File: src/rtl/regfile_wb_arbiter_pkg.sv
// regfile_wb_arbiter_pkg: shared widths, queue geometry and the queued write-back entry type.
package regfile_wb_arbiter_pkg;
   localparam int DEPTH = 4;
   localparam int DATA_W = 32;
   localparam int IDX_W = 5;
   localparam int PTR_W = $clog2(DEPTH);
   localparam int CNT_W = PTR_W + 1;
   localparam logic [IDX_W-1:0] ZERO_REG = '0;
   typedef struct packed {
      logic              valid;
      logic [IDX_W-1:0]  idx;
      logic [DATA_W-1:0] data;
   } wb_entry_t;
endpackage

File: src/rtl/regfile_wb_arbiter_if.sv
// regfile_wb_arbiter_if: ALU/latency result inputs, regfile write port, and operand read/forward signals.
interface regfile_wb_arbiter_if;
   import regfile_wb_arbiter_pkg::*;
   logic              alu_valid;
   logic [IDX_W-1:0]  alu_idx;
   logic [DATA_W-1:0] alu_data;
   logic              lat_valid;
   logic              lat_ready;
   logic [IDX_W-1:0]  lat_idx;
   logic [DATA_W-1:0] lat_data;
   logic              wr_en;
   logic [IDX_W-1:0]  wr_idx;
   logic [DATA_W-1:0] wr_data;
   logic [IDX_W-1:0]  rda_idx;
   logic [IDX_W-1:0]  rdb_idx;
   logic [DATA_W-1:0] rf_rda;
   logic [DATA_W-1:0] rf_rdb;
   logic [DATA_W-1:0] rda_val;
   logic [DATA_W-1:0] rdb_val;
   logic              stall_a;
   logic              stall_b;
   logic [CNT_W-1:0]  q_count;
   modport slave (
      input  alu_valid, alu_idx, alu_data, lat_valid, lat_idx, lat_data,
             rda_idx, rdb_idx, rf_rda, rf_rdb,
      output lat_ready, wr_en, wr_idx, wr_data, rda_val, rdb_val, stall_a, stall_b, q_count
   );
   modport master (
      output alu_valid, alu_idx, alu_data, lat_valid, lat_idx, lat_data,
             rda_idx, rdb_idx, rf_rda, rf_rdb,
      input  lat_ready, wr_en, wr_idx, wr_data, rda_val, rdb_val, stall_a, stall_b, q_count
   );
endinterface

File: src/rtl/regfile_wb_arbiter_wb_queue.sv
// wb_queue: circular FIFO of pending latency results with index-based kill and per-entry read-index match.
module wb_queue
   import regfile_wb_arbiter_pkg::*;
(
   input  logic             clk,
   input  logic             rst_n,
   input  logic             push,
   input  wb_entry_t        push_entry,
   input  logic             pop,
   input  logic             kill_en,
   input  logic [IDX_W-1:0] kill_idx,
   input  logic [IDX_W-1:0] idx_a,
   input  logic [IDX_W-1:0] idx_b,
   output wb_entry_t        head,
   output logic [CNT_W-1:0] count,
   output logic             full,
   output logic             empty,
   output logic [DEPTH-1:0] match_a,
   output logic [DEPTH-1:0] match_b
);
   wb_entry_t        mem_q [DEPTH];
   wb_entry_t        mem_d [DEPTH];
   logic [PTR_W-1:0] head_q, head_d, tail_q, tail_d;
   logic [CNT_W-1:0] count_q, count_d;

   // Popped slots drop their valid bit so the match vectors only ever see live entries.
   always_comb begin
      mem_d = mem_q;
      for (int i = 0; i < DEPTH; i++) begin
         if (kill_en && mem_q[i].idx == kill_idx) mem_d[i].valid = 1'b0;
         match_a[i] = mem_q[i].valid && mem_q[i].idx == idx_a;
         match_b[i] = mem_q[i].valid && mem_q[i].idx == idx_b;
      end
      if (pop) mem_d[head_q].valid = 1'b0;
      if (push) mem_d[tail_q] = push_entry;
      head_d = head_q + PTR_W'(pop);
      tail_d = tail_q + PTR_W'(push);
      count_d = count_q + CNT_W'(push) - CNT_W'(pop);
   end

   always_ff @(posedge clk or negedge rst_n) begin
      if (!rst_n) begin
         for (int i = 0; i < DEPTH; i++) mem_q[i] <= '0;
         head_q <= '0;
         tail_q <= '0;
         count_q <= '0;
      end else begin
         mem_q <= mem_d;
         head_q <= head_d;
         tail_q <= tail_d;
         count_q <= count_d;
      end
   end

   assign head = mem_q[head_q];
   assign count = count_q;
   assign full = count_q == CNT_W'(DEPTH);
   assign empty = count_q == '0;
endmodule

File: src/rtl/regfile_wb_arbiter.sv
// regfile_wb_arbiter: merges ALU and long-latency results onto one regfile write port,
// keeping WAW order, forwarding the in-flight write and flagging reads of queued writes.
module regfile_wb_arbiter
   import regfile_wb_arbiter_pkg::*;
(
   input logic                 clk,
   input logic                 rst_n,
   regfile_wb_arbiter_if.slave bus
);
   logic              alu_ok, lat_ok, pop, bypass, push, ld;
   logic              full, empty;
   logic [CNT_W-1:0]  count;
   logic [DEPTH-1:0]  match_a, match_b;
   wb_entry_t         head, push_entry;
   logic              wr_en_q, wr_en_d;
   logic [IDX_W-1:0]  wr_idx_q, wr_idx_d;
   logic [DATA_W-1:0] wr_data_q, wr_data_d;

   // A latency result landing with the same index as this cycle's ALU write is older, so it is dropped.
   always_comb begin
      alu_ok = bus.alu_valid && bus.alu_idx != ZERO_REG;
      lat_ok = bus.lat_valid && !full && bus.lat_idx != ZERO_REG && !(alu_ok && bus.lat_idx == bus.alu_idx);
      pop = !alu_ok && !empty;
      bypass = !alu_ok && empty && lat_ok;
      push = lat_ok && !bypass;
      push_entry = '{valid: 1'b1, idx: bus.lat_idx, data: bus.lat_data};
      ld = alu_ok || (pop && head.valid) || bypass;
      wr_en_d = ld;
      wr_idx_d = alu_ok ? bus.alu_idx : (pop && head.valid) ? head.idx : bypass ? bus.lat_idx : wr_idx_q;
      wr_data_d = alu_ok ? bus.alu_data : (pop && head.valid) ? head.data : bypass ? bus.lat_data : wr_data_q;
   end

   always_ff @(posedge clk or negedge rst_n) begin
      if (!rst_n) begin
         wr_en_q <= 1'b0;
         wr_idx_q <= '0;
         wr_data_q <= '0;
      end else begin
         wr_en_q <= wr_en_d;
         wr_idx_q <= wr_idx_d;
         wr_data_q <= wr_data_d;
      end
   end

   wb_queue u_queue (
      .clk        (clk),
      .rst_n      (rst_n),
      .push       (push),
      .push_entry (push_entry),
      .pop        (pop),
      .kill_en    (alu_ok),
      .kill_idx   (bus.alu_idx),
      .idx_a      (bus.rda_idx),
      .idx_b      (bus.rdb_idx),
      .head       (head),
      .count      (count),
      .full       (full),
      .empty      (empty),
      .match_a    (match_a),
      .match_b    (match_b)
   );

   assign bus.lat_ready = !full;
   assign bus.wr_en = wr_en_q;
   assign bus.wr_idx = wr_idx_q;
   assign bus.wr_data = wr_data_q;
   assign bus.q_count = count;
   assign bus.rda_val = (wr_en_q && wr_idx_q == bus.rda_idx && bus.rda_idx != ZERO_REG) ? wr_data_q : bus.rf_rda;
   assign bus.rdb_val = (wr_en_q && wr_idx_q == bus.rdb_idx && bus.rdb_idx != ZERO_REG) ? wr_data_q : bus.rf_rdb;
   assign bus.stall_a = bus.rda_idx != ZERO_REG && |match_a;
   assign bus.stall_b = bus.rdb_idx != ZERO_REG && |match_b;
endmodule

File: src/flat_wrapper.sv
// flat-port wrapper written by rule: the top's interface ports become plain ports
module regfile_wb_arbiter_flat import regfile_wb_arbiter_pkg::*;
  (clk, rst_n, bus_alu_valid, bus_alu_idx, bus_alu_data, bus_lat_valid, bus_lat_idx, bus_lat_data, bus_rda_idx, bus_rdb_idx, bus_rf_rda, bus_rf_rdb, bus_lat_ready, bus_wr_en, bus_wr_idx, bus_wr_data, bus_rda_val, bus_rdb_val, bus_stall_a, bus_stall_b, bus_q_count);
  regfile_wb_arbiter_if bus_i ();
  input logic clk;
  input logic rst_n;
  input wire logic [$bits(bus_i.alu_valid)-1:0] bus_alu_valid;
  input wire logic [$bits(bus_i.alu_idx)-1:0] bus_alu_idx;
  input wire logic [$bits(bus_i.alu_data)-1:0] bus_alu_data;
  input wire logic [$bits(bus_i.lat_valid)-1:0] bus_lat_valid;
  input wire logic [$bits(bus_i.lat_idx)-1:0] bus_lat_idx;
  input wire logic [$bits(bus_i.lat_data)-1:0] bus_lat_data;
  input wire logic [$bits(bus_i.rda_idx)-1:0] bus_rda_idx;
  input wire logic [$bits(bus_i.rdb_idx)-1:0] bus_rdb_idx;
  input wire logic [$bits(bus_i.rf_rda)-1:0] bus_rf_rda;
  input wire logic [$bits(bus_i.rf_rdb)-1:0] bus_rf_rdb;
  output wire logic [$bits(bus_i.lat_ready)-1:0] bus_lat_ready;
  output wire logic [$bits(bus_i.wr_en)-1:0] bus_wr_en;
  output wire logic [$bits(bus_i.wr_idx)-1:0] bus_wr_idx;
  output wire logic [$bits(bus_i.wr_data)-1:0] bus_wr_data;
  output wire logic [$bits(bus_i.rda_val)-1:0] bus_rda_val;
  output wire logic [$bits(bus_i.rdb_val)-1:0] bus_rdb_val;
  output wire logic [$bits(bus_i.stall_a)-1:0] bus_stall_a;
  output wire logic [$bits(bus_i.stall_b)-1:0] bus_stall_b;
  output wire logic [$bits(bus_i.q_count)-1:0] bus_q_count;
  assign bus_i.alu_valid = bus_alu_valid;
  assign bus_i.alu_idx = bus_alu_idx;
  assign bus_i.alu_data = bus_alu_data;
  assign bus_i.lat_valid = bus_lat_valid;
  assign bus_i.lat_idx = bus_lat_idx;
  assign bus_i.lat_data = bus_lat_data;
  assign bus_i.rda_idx = bus_rda_idx;
  assign bus_i.rdb_idx = bus_rdb_idx;
  assign bus_i.rf_rda = bus_rf_rda;
  assign bus_i.rf_rdb = bus_rf_rdb;
  assign bus_lat_ready = bus_i.lat_ready;
  assign bus_wr_en = bus_i.wr_en;
  assign bus_wr_idx = bus_i.wr_idx;
  assign bus_wr_data = bus_i.wr_data;
  assign bus_rda_val = bus_i.rda_val;
  assign bus_rdb_val = bus_i.rdb_val;
  assign bus_stall_a = bus_i.stall_a;
  assign bus_stall_b = bus_i.stall_b;
  assign bus_q_count = bus_i.q_count;
  regfile_wb_arbiter u_core (.clk(clk), .rst_n(rst_n), .bus(bus_i));
endmodule
File: config.mk
export PLATFORM = sky130hd
export DESIGN_NAME = regfile_wb_arbiter_flat
export DESIGN_NICKNAME = d
export VERILOG_FILES = /design/src/rtl/regfile_wb_arbiter_pkg.sv /design/src/rtl/regfile_wb_arbiter_if.sv /design/src/rtl/regfile_wb_arbiter_wb_queue.sv /design/src/rtl/regfile_wb_arbiter.sv /design/src/flat_wrapper.sv
export SDC_FILE = /design/constraint.sdc
export NUM_CORES = 1
export LEC_CHECK = 0
export CELL_PAD_IN_SITES_DETAIL_PLACEMENT = 1
export CELL_PAD_IN_SITES_GLOBAL_PLACEMENT = 1
export CORE_UTILIZATION = 30
export CTS_CLUSTER_SIZE = 20
export DETAILED_ROUTE_END_ITERATION = 6
export PLACE_DENSITY_LB_ADDON = 0.05
export SETUP_SLACK_MARGIN = 0.5
export SLEW_MARGIN = 20
export SYNTH_ARGS = -nofsm -noshare
export SYNTH_HDL_FRONTEND = slang
export SYNTH_SLANG_ARGS = --single-unit
File: constraint.sdc
create_clock -name clk -period 2.2 [get_ports clk]
set_input_delay 0.33 -clock clk [delete_from_list [all_inputs] [get_ports clk]]
set_output_delay 0.33 -clock clk [all_outputs]
set_load 0.02 [all_outputs]
==> run_1/met2.png <==
Scale: 2 px per micron.
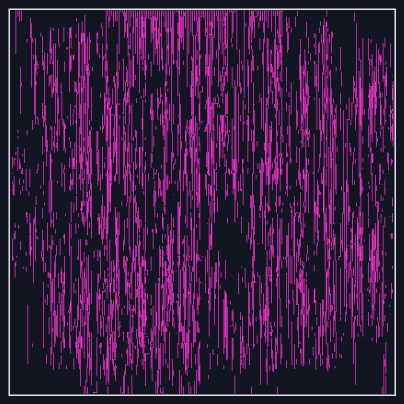
wire length on this layer: 20000 microns
longest straight run: 92.1 microns
vias: 8235
Post-Route WL: 40600 microns
global routing met2 resource utilization: 37.0%

==> run_1/final_clocks.png <==
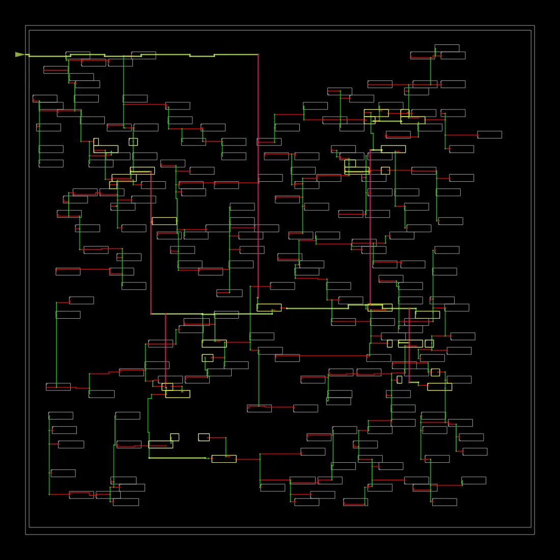
Flop Count: 197
CTS Buf Count: 17
Sinks on Clock Net: 197
clkbuf count: 17

==> run_1/pdn.png <==
Scale: 2 px per micron. Pins as bars on the die edge.
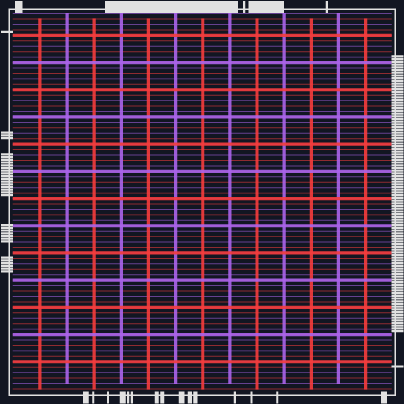
legend:
  purple:
    net: VDD
  red:
    net: VSS
met4 straps: 13
met1 rails: 70
rows: 69
met5 straps: 13
signal pins: 260
Die Wd: 192 microns
die y size: 192 microns
maximum VDD drop: 0.887 mV
Core Box Area: 35600 sq um

==> impl_metrics.csv, run 1 <==
group,metric,value,unit
power,finalPower,26000,uW
worst_setup_path,crit_type,"reg2out",
route,wl_met1,18300,microns
power,power_frac_seq,27.2,%
worst_setup_path,required,1.87,ns
sta,fin_crit_sh,125,%
final_layout,sh_comb_area,37.0,%
worst_setup_path,crit_path_end_kind,"output pin",
final_layout,n_all_buffers,456,
sta,min_period,2.75,ns
cts,cts_tree,"yes",
min_path,min_to,"u_core.u_queue.mem_q[109]",
worst_setup_path,cp.arrival,2.42,ns
min_path,hold-path-cell-count,3,
route,routed.top_layer,"met4",
grt,grt_max_degree,57,
final_layout,fin_area,18400,sq um
grt,use_met3,3.86,%
synth,syn_inst,780,
route,first_pass_iters,5,
worst_setup_path,reg2reg_slack,0.06,ns
sta,max_freq,364,MHz
floorplanning,rows,69,
grt,busiest_layer,"met2",
worst_setup_path,worst_r2r_endpoint,"u_core.bus.wr_data[3]",
synth,top_area_share,45.4,%
final_layout,seqCellArea,4940,sq um
route,wl_met3,1760,microns
power,internal_power,16300,uW
synth,synthAoiAreaFrac,4.88,%
route,viasPerCell,4.95,
final_layout,n_all_inverters,6,
synth,edf_count,0,
worst_setup_path,max_stage_delay,0.42,ns
status,run_status,"finished, violations left",
synth,synth_nets,937,
synth,top_cell,"dfrtp_1",
synth,yosys.cell_types.count,40,
final_layout,largestClassByArea,"combinational gates",
sta,finalHoldViolCount,0,
worst_setup_path,worstPathCellList,"buf_6 -> xnor2_2 -> nand4_1 -> nor4_4 -> buf_6 -> buf_12 -> buf_16 -> buf_12 -> mux2_4 -> buf_6",
sta,setup_viol,66,
synth,yosys_area,10900,sq um
final_layout,comb_area,6810,sq um
sta,hold_ws,0.311,ns
cts,root_buffer,"clkbuf_16",
final_layout,final-nonclk-buf-share,29.8,%
final_layout,lay_top_count,"mux2_4",
synth,ys_seq_share,45.4,%
synth,common_cells,"197 x dfrtp_1, 136 x mux2_2, 69 x mux2_4",
grt,grt_pass1_vias,9263,
synth,syn_area,10900,sq um
cts,cts_max_level,4,
worst_setup_path,worstReg2RegStart,"u_core.u_queue.count[0]",
min_path,min_path_type,"in2reg",
job,maxCapViolations,0,
synth,ys_sh_adder,0.646,%
synth,topCellsByArea,"dfrtp_1 45%, mux2_2 14%, mux2_4 9.5%, mux4_2 7.9%, xor2_1 4.1%",
grt,grt_first_pass_wirelength,59600,microns
worst_setup_path,worst-path-buf-inv,6,
power,p_per_area,1420,nW/um^2
sta,rsz0062_at_grt,"yes",
job,warnings,29,
final_layout,clockNetworkAreaShare,3.03,%
sta,slew_violations,0,
grt,overflow,0,
status,violations,"setup timing",
final_layout,fillers,3451,
route,drc,0,
final_layout,nets,1347,
final_layout,drive_gt1_share,57.5,%
route,drtIter0Drc,292,
synth,syn-mean-instance-area,13.9,sq um
sta,setup_ws,-0.545,ns
power,p_clk_share,12.0,%
power,power_leakage,0.00859,uW
final_layout,lay_top_cells,"212 x mux2_4, 189 x dfrtp_1, 129 x clkdlybuf4s50_1, 118 x buf_6, 68 x buf_4",
sta,fin_skew,0.0152,ns
cts,hold_buffers,1,
worst_setup_path,crit_family,"buffers and inverters",
placed_design,dp.cells,1544,
min_path,hold_start,"bus_lat_idx[1]",
-- run 1: sequential cells by signal (all words and copies together) (netlist names) --
signal                 count
u_core.u_queue.tail_q      2
u_core.bus.wr_en           1
u_core.u_queue.head_q      2
u_core.u_queue.count       3
u_core.bus.wr_idx          5
u_core.bus.wr_data        32
u_core.u_queue.mem_q     152
-- run 1: power by group through the flow --
stage	registers (uW)	clock network, uW	logic (uW)
final	7090	3120	15800
after global routing	7330	3320	16800
after CTS	7040	3210	14800
after detailed placement	7040	0	11600
after global placement	7040	0	11500
after floorplan	7110	0	7140
-- run 1: tightest hold or removal path, stage by stage --
cell	delay, ns
buf_2	0.11
buf_4	0.14
mux2_4	0.14
==> run 2, diff against run 1 <==
--- a/config.mk
+++ b/config.mk
@@ -7,12 +7,14 @@
 export LEC_CHECK = 0
 export CELL_PAD_IN_SITES_DETAIL_PLACEMENT = 1
 export CELL_PAD_IN_SITES_GLOBAL_PLACEMENT = 1
+export CORE_MARGIN = 2
 export CORE_UTILIZATION = 30
 export CTS_CLUSTER_SIZE = 20
 export DETAILED_ROUTE_END_ITERATION = 6
-export PLACE_DENSITY_LB_ADDON = 0.05
+export PLACE_DENSITY = 0.76
 export SETUP_SLACK_MARGIN = 0.5
 export SLEW_MARGIN = 20
 export SYNTH_ARGS = -nofsm -noshare
 export SYNTH_HDL_FRONTEND = slang
 export SYNTH_SLANG_ARGS = --single-unit
+export TNS_END_PERCENT = 20
==> run_2/final_clocks.png <==
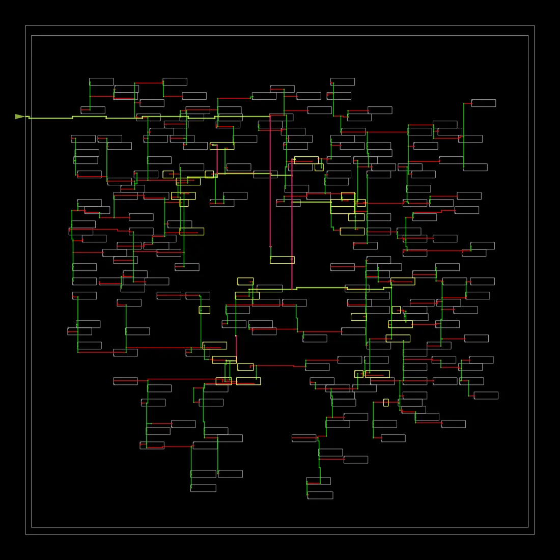
power in the clock group: 3170 uW
clk ins delay skew pair: 0.43 ns
Setup Skew: 0.0112 ns
clkbuf count: 18

==> run_2/pdn.png <==
Scale: 2 px per micron. Pins as bars on the die edge.
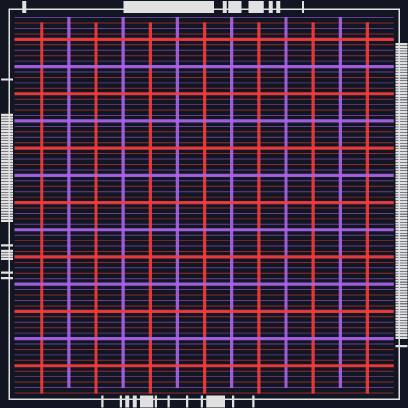
legend:
  red:
    net: VSS
  purple:
    net: VDD
rows: 69
signal pins: 260
met1 rails: 70
met4 straps: 13
met5 straps: 13
maximum VDD drop: 0.744 mV
die y size: 194 microns

==> run 2 against run 1 <==
  * The run still ends with setup timing left
  * Highest routed layer is now met5
  * Core utilization fell by 5.3 points
  * Hold slack improved by 0.11 ns
  * Critical endpoint is now bus_rdb_val[19]
  * Largest power group unchanged
  * Sequential share of layout area rose by 3.1 points
  * Global-route usage fell by 2.6 points
  * Design area fell by 10%
  * Combinational power fell by 18%
  * Critical path depth fell by 1
  * Sequential power rose by 0.7%
  * Synthesized cell count did not move
==> impl_metrics.csv, run 2 <==
group,metric,value,unit
sta,slew_violations,0,
final_layout,lay_top_count,"dfrtp_1",
route,first_pass_iters,4,
final_layout,nets,1270,
cts,cts_tree,"yes",
grt,busiest_layer,"met2",
cts,cts_max_level,4,
grt,use_met3,3.67,%
route,wl_met1,15700,microns
min_path,hold_start,"bus_alu_idx[4]",
worst_setup_path,max_stage_delay,0.42,ns
grt,met2_usage,34.6,%
worst_setup_path,worstReg2RegStart,"u_core.u_queue.count[2]",
synth,ys_seq_share,45.4,%
worst_setup_path,worst_r2r_endpoint,"u_core.u_queue.count[2]",
worst_setup_path,crit_type,"reg2out",
sta,max_freq,367,MHz
grt,grt_pass1_vias,9108,
sta,setup_ws,-0.527,ns
power,powerComb,12900,uW
cts,root_buffer,"clkbuf_16",
final_layout,lay_top_cells,"188 x dfrtp_1, 133 x mux2_4, 131 x clkdlybuf4s50_1, 75 x buf_4, 75 x buf_6",
placed_design,dp.cells,1533,
route,drc,0,
floorplanning,core_area,35600,sq um
cts,cts_made_buffers,17,
sta,setup_viol,67,
route,vias,8016,
synth,syn-mean-instance-area,13.9,sq um
power,p_clk_share,13.7,%
grt,grt_max_degree,59,
synth,edf_count,0,
cts,cts_num_sinks,197,
route,drtIter0Drc,346,
worst_setup_path,required,1.87,ns
job,warnings,29,
power,power_frac_seq,30.8,%
synth,synthAoiAreaFrac,4.88,%
min_path,hold-path-cell-count,4,
power,top_power_group,"combinational cells",
status,violations,"setup timing",
final_layout,fin_area,16500,sq um
synth,synth_nets,937,
synth,topCellsByArea,"dfrtp_1 45%, mux2_2 14%, mux2_4 9.5%, mux4_2 7.9%, xor2_1 4.1%",
floorplanning,fp.dieW,194,microns
route,wl_met3,1550,microns
worst_setup_path,cp.arrival,2.40,ns
power,power_leakage,0.00718,uW
worst_setup_path,worst-path-buf-inv,5,
synth,top_area_share,45.4,%
sta,finalHoldViolCount,0,
floorplanning,rows,69,
final_layout,top_register,"u_core.u_queue.mem_q",
final_layout,drive_gt1_share,52.8,%
sta,fin_crit_sh,124,%
sta,min_period,2.73,ns
route,viasPerCell,5.05,
route,routed.top_layer,"met5",
status,run_status,"finished, violations left",
grt,overflow,0,
sta,rsz0062_at_grt,"yes",
==> run 2: cell counts after synthesis <==
Identical to the previous run, type by type.
==> run 2: through the flow <==
stage	util [%]	worst slack [ns]	hold slack (ns)	total power (uW)
global route	46.5	-0.619	0.436	24400
detailed placement	42.1	-0.990	0.361	18600
floorplan	-	-0.376	0.0344	14100
finish	46.5	-0.527	0.416	23200
CTS	45.8	-0.515	0.413	22800
global placement	42.1	-0.959	0.358	18100
==> run 2: layout make-up <==
| type | count | area, sq um |
|---|---|---|
| well taps | 461 | 577 |
| clock inverters | 14 | 161 |
| flip-flops and latches | 197 | 4940 |
| clock buffers | 18 | 439 |
| fillers | 3561 | 19000 |
| multi-input cells | 512 | 6410 |
| diodes | 1 | 2.50 |
| inverters | 6 | 22.5 |
| repair buffers | 379 | 3970 |
==> run 3, diff against run 2 <==
--- a/config.mk
+++ b/config.mk
@@ -8,10 +8,11 @@
 export CELL_PAD_IN_SITES_DETAIL_PLACEMENT = 1
 export CELL_PAD_IN_SITES_GLOBAL_PLACEMENT = 1
 export CORE_MARGIN = 2
-export CORE_UTILIZATION = 30
-export CTS_CLUSTER_SIZE = 20
+export CORE_UTILIZATION = 37
+export CTS_CLUSTER_SIZE = 16
 export DETAILED_ROUTE_END_ITERATION = 6
-export PLACE_DENSITY = 0.76
+export HOLD_SLACK_MARGIN = 0.06
+export PLACE_DENSITY = 0.89
 export SETUP_SLACK_MARGIN = 0.5
 export SLEW_MARGIN = 20
 export SYNTH_ARGS = -nofsm -noshare
==> run_3/pdn.png <==
Scale: 2 px per micron. Pins as bars on the die edge.
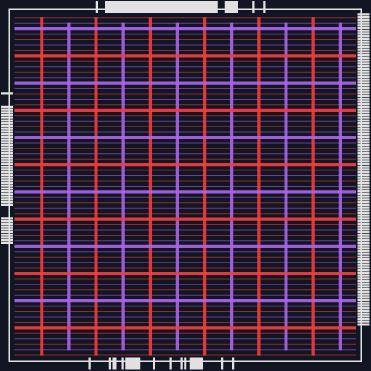
legend:
  purple:
    net: VDD
  red:
    net: VSS
rows: 62
signal pins: 260
met5 straps: 12
die y size: 175 microns
Core Box Area: 28800 sq um
maximum VDD drop: 0.817 mV
Die Wd: 175 microns

==> run_3/density.png <==
Scale: 2 px per micron. 18 x 18 tiles, from black (low) to pale yellow (high), 0 to 100% covered.
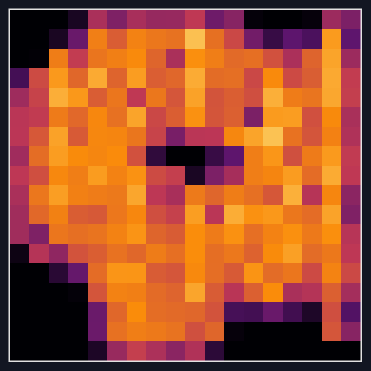
mean over tiles: 51%
nearly empty tiles: 13%
tiles over 75% full: 15%
Starting Density: 37.7%
Finished Core Util: 56.3%

==> run 3 against run 2 <==
  * The flow still finishes with violations (setup timing)
  * Count of clock-buffer cells in the layout is the same
  * Non-clock buffer count grew 3
  * Sequential power is essentially flat
  * Global-route usage grew 4.0 points
  * Critical path depth is the same
  * Die size shrank 19%
  * Clock skew grew 0.0091 ns
  * Setup slack lost 0.0093 ns
  * Synthesized cell count is the same
  * Combinational power shrank 3%
  * Largest cell class unchanged
==> impl_metrics.csv, run 3 <==
group,metric,value,unit
status,violations,"setup timing",
route,routed.top_layer,"met4",
job,warnings,29,
final_layout,nets,1273,
final_layout,drive_gt1_share,49.6,%
synth,top_cell,"dfrtp_1",
route,wirelength,37300,microns
route,drtIter0Drc,365,
sta,setup_ws,-0.536,ns
sta,rsz0062_at_grt,"yes",
worst_setup_path,required,1.87,ns
power,p_clk_share,13.5,%
synth,syn_area,10900,sq um
worst_setup_path,cp.arrival,2.41,ns
route,wl_met1,14200,microns
grt,grt_max_degree,59,
placed_design,dp.cells,1464,
synth,common_cells,"197 x dfrtp_1, 136 x mux2_2, 69 x mux2_4",
worst_setup_path,reg2reg_slack,-0.01,ns
final_layout,fin_area,16200,sq um
worst_setup_path,crit_type,"reg2out",
route,drc,0,
grt,grt_first_pass_wirelength,55100,microns
synth,yosys_area,10900,sq um
power,powerComb,12500,uW
grt,use_met3,5.22,%
worst_setup_path,worstReg2RegStart,"u_core.u_queue.count[0]",
synth,topCellsByArea,"dfrtp_1 45%, mux2_2 14%, mux2_4 9.5%, mux4_2 7.9%, xor2_1 4.1%",
synth,async_reset_ff_share,100,%
worst_setup_path,worstPathCellList,"buf_6 -> xnor2_4 -> nand4_1 -> nor4_4 -> buf_12 -> buf_16 -> buf_6 -> mux2_4 -> buf_6",
power,top_power_group,"combinational cells",
synth,top_area_share,45.4,%
synth,synth_nets,937,
synth,edf_count,0,
sta,max_freq,365,MHz
final_layout,comb_area,6170,sq um
cts,cts_max_level,4,
cts,clock_latency,0.43,ns
worst_setup_path,r2r_cells,9,
final_layout,lay_top_cells,"189 x dfrtp_1, 133 x clkdlybuf4s50_1, 129 x mux2_4, 79 x buf_4, 76 x mux2_2",
cts,cts_num_sinks,197,
cts,hold_buffers,1,
sta,hold_ws,0.267,ns
sta,finalHoldViolCount,0,
sta,slew_violations,0,
final_layout,top_register,"u_core.u_queue.mem_q",
worst_setup_path,worst_r2r_endpoint,"u_core.u_queue.count[2]",
grt,grt_pass1_vias,9336,
sta,setup_viol,67,
final_layout,largest_reg_flops,152,
power,p_per_area,1400,nW/um^2
grt,met2_usage,42.4,%
cts,root_buffer,"clkbuf_16",
sta,tns,-29.11,ns
route,viasPerCell,5.41,
min_path,hold_start,"bus_lat_idx[4]",
final_layout,seqCellArea,4940,sq um
synth,synth_simple_gate_area_share,2.91,%
synth,synthAoiAreaFrac,4.88,%
route,wl_met3,1870,microns
final_layout,fillers,2771,
grt,busiest_layer,"met2",
final_layout,lay_top_count,"dfrtp_1",
status,run_status,"finished, violations left",
power,p_clk,3060,uW
sta,worst_pin_slew,0.387,ns
synth,syn_inst,780,
sta,fin_crit_sh,124,%
synth,syn-mean-instance-area,13.9,sq um
cts,cts_tree,"yes",
power,power_frac_seq,31.6,%
power,power_leakage,0.00745,uW
worst_setup_path,crit_family,"buffers and inverters",
grt,overflow,0,
power,finalPower,22700,uW
power,internal_power,14000,uW
placed_design,dp_slack,-1.03,ns
worst_setup_path,max_stage_delay,0.41,ns
power,pg_seq,7170,uW
synth,ys_seq_share,45.4,%
synth,xor_share,6.38,%
sta,min_period,2.74,ns
worst_setup_path,crit_path_end_kind,"output pin",
floorplanning,rows,62,
-- run 3: cell counts after synthesis --
No cell type changed its count.
-- run 3: area by class of cell --
type,instances,share of cell area (%)
Inverter,6,0.154
Tap cell,384,2.96
Clock inverter,13,0.810
Antenna cell,1,0.0154
Timing Repair Buffer,382,24.8
Multi-Input combinational cell,512,38.1
Clock buffer,18,2.71
Sequential cell,197,30.5
-- run 3: worst min path at each step --
stage,cells after the start,to
after floorplan,0,u_core.bus.wr_data[0]
after global placement,1,u_core.bus.wr_data[30]
after detailed placement,1,u_core.u_queue.mem_q[142]
after CTS,2,u_core.bus.wr_data[30]
after global routing,2,u_core.u_queue.mem_q[112]
final,2,u_core.u_queue.mem_q[150]

==> screenshots <==
Sequential cells coloured by netlist name.
Scale: 2 px per micron.
image #1
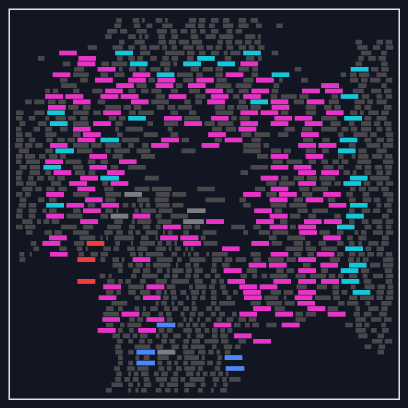
image #2
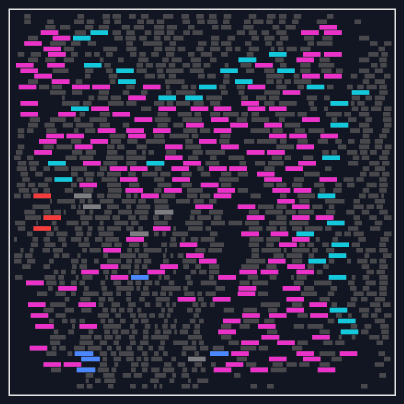
- run 2 = image #1
- run 1 = image #2

Key to image #2:
legend:
  cyan:
    name_in_the_netlist: `u_core.bus.wr_data`
    sequential_cells: 32
  blue:
    name_in_the_netlist: `u_core.bus.wr_idx`
    sequential_cells: 5
    where: lower left
  red:
    name_in_the_netlist: `u_core.u_queue.count`
    sequential_cells: 3
  magenta:
    name_in_the_netlist: `u_core.u_queue.mem_q`
    sequential_cells: 152
    where: spread over the die
not coloured: 5

No activity file was given, so power comes from the tool's default toggle rates.
